**Run 1: sequential cells colored by netlist name**

Bar = 20 um.
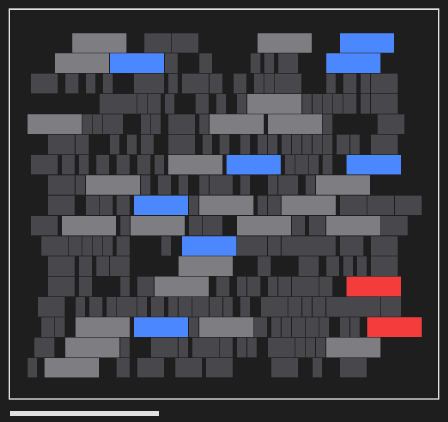
**Run 1: signal wires by layer**

Bar = 20 um. Only two layers are drawn.
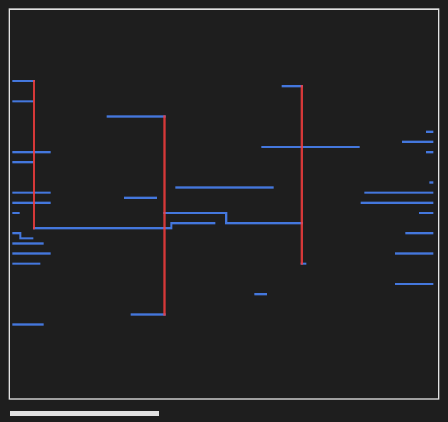
**Run 1: selected gate families**

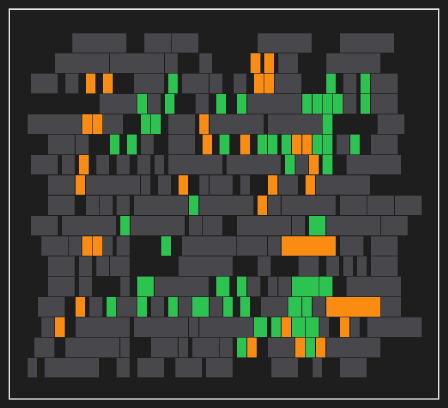
**Run 1: routing congestion map**

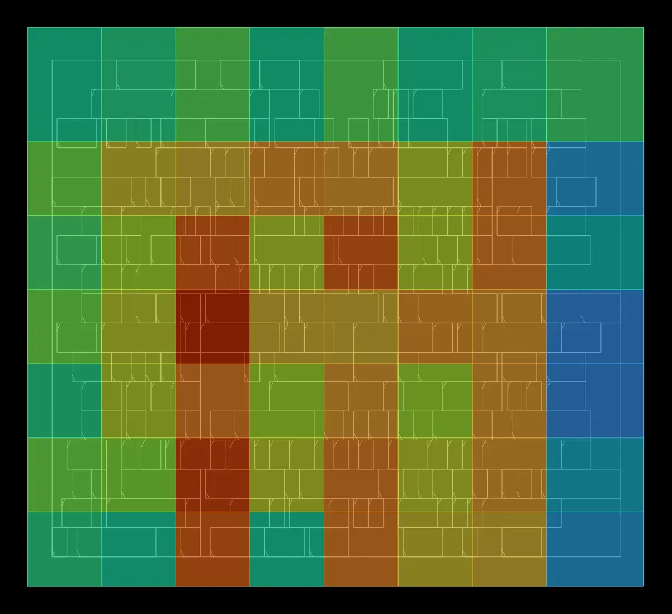
$ cat src/rtl/uart_tx_arbiter.sv
// uart_tx_arbiter
// Shares one uart_tx between two byte sources (req0: RX echo, req1: status
// upload). Each source has a one-byte holding slot; the slots are served
// round-robin when both are full.
//
// Optional feature: define ARB_TIMEOUT_EN to compile in an abort timer that
// releases the transmitter when uart_tx never returns tx_done. Without the
// macro there is no timer, err_timeout is tied low and the arbiter waits for
// tx_done indefinitely.
//
// state     | meaning
// ----------+-----------------------------------------------------------
// IDLE      | no frame owned; pick an owner if any holding slot is full
// LOAD      | pulse tx_start, present the owner's byte, raise grant
// WAIT_BUSY | frame launched, waiting for uart_tx to report busy
// WAIT_DONE | uart_tx busy, waiting for tx_done to free the owner's slot
module uart_tx_arbiter #(
    parameter int unsigned TIMEOUT_CYCLES = 32
) (
    input  logic       clk,
    input  logic       reset,
    input  logic       req0_valid,
    input  logic [7:0] req0_data,
    output logic       req0_ready,
    input  logic       req1_valid,
    input  logic [7:0] req1_data,
    output logic       req1_ready,
    output logic       tx_start,
    output logic [7:0] tx_data,
    input  logic       tx_busy,
    input  logic       tx_done,
    output logic [1:0] grant,
    output logic       err_timeout
);

    localparam logic [1:0] IDLE      = 2'd0;
    localparam logic [1:0] LOAD      = 2'd1;
    localparam logic [1:0] WAIT_BUSY = 2'd2;
    localparam logic [1:0] WAIT_DONE = 2'd3;

    logic [1:0] state;
    logic [1:0] state_nxt;

    // Holding slots, one per requester.
    logic       full0;
    logic       full1;
    logic [7:0] hold0;
    logic [7:0] hold1;

    // owner / last_served encode the requester index: 0 = req0, 1 = req1.
    logic       owner;
    logic       last_served;
    logic       sel_any;
    logic       sel_owner;

    logic       complete;
    logic       abort;
    logic       release_slot;

    // A slot never accepts while full, so a slot being released can only
    // take a new byte on the following edge.
    assign req0_ready = !full0;
    assign req1_ready = !full1;

    assign sel_any = full0 | full1;

    // Tie goes to whoever was not served last; otherwise the only full slot.
    assign sel_owner = (full0 && full1) ? ~last_served : full1;

    assign release_slot = complete | abort;

`ifdef ARB_TIMEOUT_EN
    localparam int unsigned TO_W = (TIMEOUT_CYCLES > 1) ? $clog2(TIMEOUT_CYCLES) : 1;
    localparam logic [TO_W-1:0] TO_LOAD = TO_W'(TIMEOUT_CYCLES - 1);

    logic            in_wait;
    logic [TO_W-1:0] to_cnt;

    assign in_wait = (state == WAIT_BUSY) || (state == WAIT_DONE);

    // A real tx_done on the terminal cycle wins over the abort.
    assign abort = in_wait && (to_cnt == '0) && !tx_done;

    // Down-counter armed in LOAD; reaches zero on the TIMEOUT_CYCLES-th
    // edge spent in the wait states.
    always_ff @(posedge clk) begin
        if (!reset) begin
            to_cnt <= '0;
        end else if (state == LOAD) begin
            to_cnt <= TO_LOAD;
        end else if (in_wait && (to_cnt != '0)) begin
            to_cnt <= to_cnt - 1'b1;
        end
    end

    // One-cycle abort indication.
    always_ff @(posedge clk) begin
        if (!reset) begin
            err_timeout <= 1'b0;
        end else begin
            err_timeout <= abort;
        end
    end
`else
    logic unused_timeout_cfg;

    assign abort              = 1'b0;
    assign err_timeout        = 1'b0;
    assign unused_timeout_cfg = ^TIMEOUT_CYCLES;
`endif

    // Next-state decode; tx_done is only honoured in the two wait states.
    always_comb begin
        state_nxt = state;
        complete  = 1'b0;
        case (state)
            IDLE: begin
                if (sel_any) begin
                    state_nxt = LOAD;
                end
            end
            LOAD: begin
                state_nxt = WAIT_BUSY;
            end
            WAIT_BUSY: begin
                if (tx_done) begin
                    complete  = 1'b1;
                    state_nxt = IDLE;
                end else if (tx_busy) begin
                    state_nxt = WAIT_DONE;
                end
            end
            WAIT_DONE: begin
                if (tx_done) begin
                    complete  = 1'b1;
                    state_nxt = IDLE;
                end
            end
            default: begin
                state_nxt = IDLE;
            end
        endcase
        if (abort) begin
            state_nxt = IDLE;
        end
    end

    // State register, owner capture in IDLE, round-robin history on release.
    always_ff @(posedge clk) begin
        if (!reset) begin
            state       <= IDLE;
            owner       <= 1'b0;
            last_served <= 1'b1;
        end else begin
            state <= state_nxt;
            if ((state == IDLE) && sel_any) begin
                owner <= sel_owner;
            end
            if (release_slot) begin
                last_served <= owner;
            end
        end
    end

    // Requester 0 slot: load on handshake, empty when its frame is released.
    always_ff @(posedge clk) begin
        if (!reset) begin
            full0 <= 1'b0;
            hold0 <= 8'h00;
        end else if (req0_valid && req0_ready) begin
            full0 <= 1'b1;
            hold0 <= req0_data;
        end else if (release_slot && (owner == 1'b0)) begin
            full0 <= 1'b0;
        end
    end

    // Requester 1 slot: load on handshake, empty when its frame is released.
    always_ff @(posedge clk) begin
        if (!reset) begin
            full1 <= 1'b0;
            hold1 <= 8'h00;
        end else if (req1_valid && req1_ready) begin
            full1 <= 1'b1;
            hold1 <= req1_data;
        end else if (release_slot && (owner == 1'b1)) begin
            full1 <= 1'b0;
        end
    end

    // Transmitter-side outputs: start pulse and byte launched from LOAD,
    // grant held until the frame is released. tx_data keeps its last value.
    always_ff @(posedge clk) begin
        if (!reset) begin
            tx_start <= 1'b0;
            tx_data  <= 8'h00;
            grant    <= 2'b00;
        end else begin
            tx_start <= (state == LOAD);
            if (state == LOAD) begin
                tx_data <= owner ? hold1 : hold0;
                grant   <= owner ? 2'b10 : 2'b01;
            end else if (release_slot) begin
                grant <= 2'b00;
            end
        end
    end

endmodule

$ cat config.mk
export PLATFORM = sky130hd
export DESIGN_NAME = uart_tx_arbiter
export DESIGN_NICKNAME = d
export VERILOG_FILES = /design/src/rtl/uart_tx_arbiter.sv
export SDC_FILE = /design/constraint.sdc
export NUM_CORES = 1
export LEC_CHECK = 0
export ABC_AREA = 1
export CAP_MARGIN = 10
export CORE_ASPECT_RATIO = 0.9
export CORE_MARGIN = 2
export CORE_UTILIZATION = 53
export CTS_BUF_LIST = sky130_fd_sc_hd__clkbuf_4 sky130_fd_sc_hd__clkbuf_8
export DETAILED_ROUTE_END_ITERATION = 8
export GPL_TIMING_DRIVEN = 0
export HOLD_SLACK_MARGIN = 0.02
export PLACE_DENSITY = 0.84
export SLEW_MARGIN = 20
export SYNTH_ARGS = -nofsm -noshare
export SYNTH_HDL_FRONTEND = slang
export SYNTH_SLANG_ARGS = --single-unit
$ cat constraint.sdc
create_clock -name clk -period 2.79 [get_ports clk]
set_clock_uncertainty 0.15 [all_clocks]
set_input_delay 0.279 -clock clk [delete_from_list [all_inputs] [get_ports clk]]
set_output_delay 0.279 -clock clk [all_outputs]
set_load 0.1 [all_outputs]
==> qor.yml, run 1 <==
drt-initial-drc-count: 19
simple_gate_area_frac: 0.261
synth.top_cells.by_count: "nand2_1, dfxtp_1, nor2_1, o21ai_0, a21oi_1"
timing.setup.tns_ns: 0
critical_path.cell_chain: "inv_1 -> clkdlybuf4s50_1"
htreeDepth: 2
antenna_found_initial: 0
cts_tree: "built"
enable_flop_cells: 0
clock_area_frac: 0.0328
synth_sequential_area_ratio: 0.487
post_route_minimum_period_ns: 2.36
clkLatencyLatePin_ns: 0.34
synth_top_flop_cell: "dfxtp_1"
grt-ovfl-total: 0
wirelength_per_cell_um: 12.2
netSwitchingFraction: 0.370
hold_viol: 0
insertedDiodeCount: 0
topRoutingLayerUsed: "met4"
top_area_contributor_share: 0.487
design.final.nets: 242
layout.cells.largest_class: "sequential cells"
gp_routability_congestion: 0.790
worst_slack_ns: 0.433
worst_hold_slack_ns: 0.308
slew_headroom: 0.348
wl_met2_um: 1500
yosys.area.top_type: "dfxtp_1"
power.internal_w: 0.000765
globalRouteMet1Util: 0.258
drive_gt1_frac: 0.109
post_synth.cell_area_avg_sq_um: 7.58
core_util_floorplan: 0.555
signal_arrival_time_at_the_worst_endpoint_ns: 1.93
finalMaxSlewViolations: 0
power.combinational.total_w: 0.000389
rr_worst_depth: 5
cts_setup_buffers: 0
run_status: "finished clean"
dpl_cell_area_sq_um: 1730
layout_top_cells_excl_fill_tap: "nand2_1, clkdlybuf4s50_1, dfxtp_1"
dp_hpwl_um: 2230
critical_path_capture_point_type: "output pin"
worstSetupPathType: "reg2out"
xor_area_frac: 0
cts_hold_buffers: 0
reg2reg_to: "hold1[5]"
switching_power_w: 0.000450
n_sequential_cell: 33
comb_power_share: 0.320
power.ir.vdd_worst_v: 0.000502
tritoncts_num_sinks: 33
met3_wirelength_um: 171
ctsResizeCount: 0
nonclk_buf_count: 42
std_cell_rows: 17
synth_async_sr_flop_share: 0
placed_cells: 241
maxCapViolCount: 0
place_ws_ns: 0.799
critical_path.startpoint_type: "flip-flop"
worst_pin_slew_ns: 0.976
final.signal_inverter_count: 16
min-delay-start: "hold0[1]"
power_frac_clock: 0.233
clkTransAtPathRegs_ns: 0.09
leakage_component_of_the_power_nw: 0.745
post-route-period-util: 0.845
floorplan_die_height_um: 52.0
openroad.warnings: 26
seq-power_w: 0.000543
overall_power_consumption_w: 0.00122
synth-cells-yosys: 179
hold_class: "reg2reg"
Back to the opening pictures, 'sequential cells colored by netlist name':
Key: blue = `tx_data` [flops 8]; red = `state` [flops 2]
Another 23 sequential cells are not colored.
Register Area: 661 sq um
utilization after layout: 0.732

Back to the opening pictures, 'signal wires by layer':
Key: blue = metal 3 [wire length 172 um]; red = metal 4 [wire length 70.0 um]
all-layer global routing usage: 0.236
final WL: 3030 um
via count: 1,260

Back to the opening pictures, 'selected gate families':
Key: green = NAND gates [cells 49]; orange = NOR gates [cells 31]
combinational fraction of the cell area: 0.319
most frequent standard cell in the layout excluding fill and tap cells: nand2_1

Back to the opening pictures, 'routing congestion map':
global routing usage on met3: 0.0572
highest-utilization routing layer at the global route stage: met2
global routing met2 resource utilization: 0.420

**Run 1: cell classes on the final placement**

Bar = 20 um.
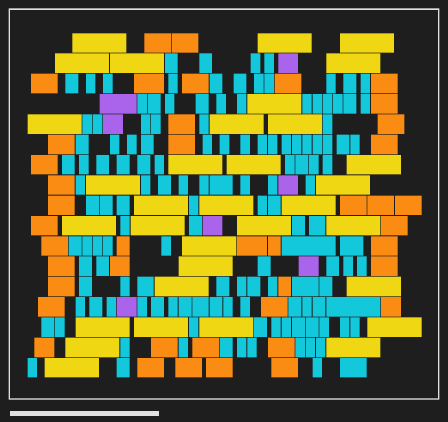

==> run 2: changes to the inputs <==
Settings changed: CORE_UTILIZATION 53 to 49, PLACE_DENSITY 0.84 to 0.79.
Clock period 2.79 ns to 2.3 ns, I/O delays scaled along.
**Run 2: cell classes on the final placement**

Bar = 20 um.
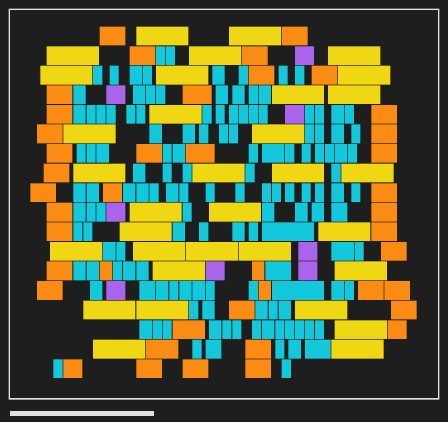
Key: purple = clock drivers and dummy loads [cells 8, share of their area 3.4%]; yellow = flops [cells 33, share of their area 37%]; orange = other buffers and delay cells [cells 42, share of their area 23%]; cyan = combinational and other logic [cells 138, share of their area 36%]
register share of the cell area: 0.367
area of the placeable core: 2680 sq um
utilization after layout: 0.672
final instance area: 1800 sq um
count of standard-cell rows: 18

**Run 2: routing congestion map**

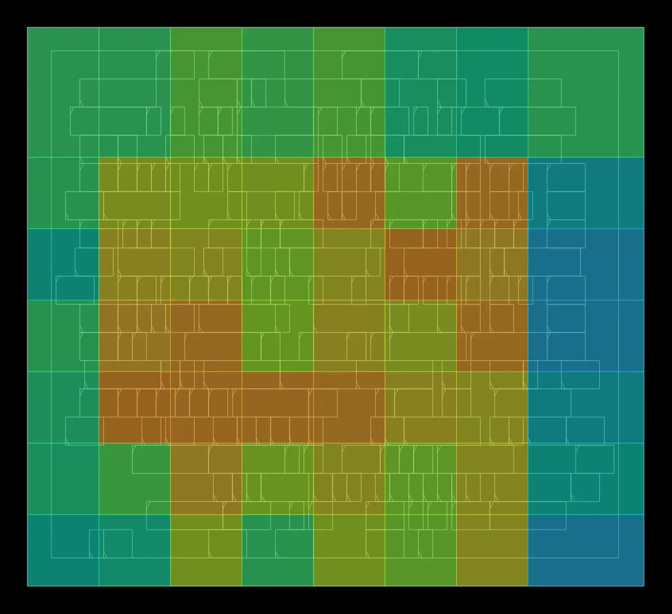
global routing usage on met3: 0.0721
all-layer global routing usage: 0.196
GR met1 Demand/Resource: 0.237
global routing met2 resource utilization: 0.311
Wirelength per Cell: 11.3 um

==> run 2 against run 1 <==
- sequential cell count unchanged
- clock-buffer cell count grew 1
- cell area is 0.49% higher
- sequential share of layout area is 0.18 points lower
- critical endpoint is now tx_data[7]
- largest cell class unchanged
- largest power group unchanged
- highest routed layer unchanged
==> qor.yml, run 2 <==
run_status: "finished clean"
design.final.nets: 242  # unchanged
enable_flop_cells: 0  # unchanged
cts_hold_buffers: 0  # unchanged
power_frac_clock: 0.231  # -0.002
xor_area_frac: 0  # unchanged
topRoutingLayerUsed: "met4"
placed_cells: 243  # +0.83%
rr_worst_depth: 5  # unchanged
combinational_fraction_of_the_cell_area: 0.318  # -0.00155
leakage_component_of_the_power_nw: 0.757  # +1.5%
final_wl_um: 2830  # -6.5%
finalMaxSlewViolations: 0  # unchanged
mostFrequentLayoutCell: "nand2_1"
drive_gt1_frac: 0.113  # +0.00403
worst_pin_slew_ns: 0.965  # -0.0103 ns
synth-cells-yosys: 179  # unchanged
cts_tree: "built"
signal_arrival_time_at_the_worst_endpoint_ns: 1.82  # -0.11 ns
met3_wirelength_um: 243  # +42%
simple_gate_area_frac: 0.261  # unchanged
overall_power_consumption_w: 0.00146  # +20%
layout.cells.largest_class: "sequential cells"
power.combinational.total_w: 0.000464  # +19%
switching_power_w: 0.000531  # +18%
yosys.area.top_type: "dfxtp_1"
grt-ovfl-total: 0  # unchanged
critical_path.startpoint_type: "flip-flop"
nonclk_buf_count: 42  # unchanged
comb_power_share: 0.318  # -0.002
flop_area_sq_um: 661  # unchanged
worst_slack_ns: 0.101  # -0.332 ns
layout_top_cells_excl_fill_tap: "nand2_1, dfxtp_1, clkdlybuf4s50_1"
busiest_layer: "met2"
power.internal_w: 0.000929  # +21%
power.ir.vdd_worst_v: 0.000445  # -11%
post-route-period-util: 0.956
synth_sequential_area_ratio: 0.487  # unchanged
hold_class: "reg2reg"
timing.setup.tns_ns: 0  # unchanged
netSwitchingFraction: 0.364  # -0.00656
synth_top_flop_cell: "dfxtp_1"
worstSetupPathType: "reg2out"
antenna_found_initial: 0  # unchanged
place_ws_ns: 0.375  # -0.424 ns
critical_path_capture_point_type: "output pin"
cts_setup_buffers: 0  # unchanged
vias: 1224  # -2.9%
clkTransAtPathRegs_ns: 0.09  # about the same
openroad.warnings: 26  # unchanged
min-delay-start: "hold0[0]"
core_util_floorplan: 0.507  # -0.0485
ctsResizeCount: 0  # unchanged
synth_async_sr_flop_share: 0  # unchanged
wl_met2_um: 1290  # -14%
gp_routability_congestion: 0.789  # -0.10%
Power and IR drop assume default switching activity.
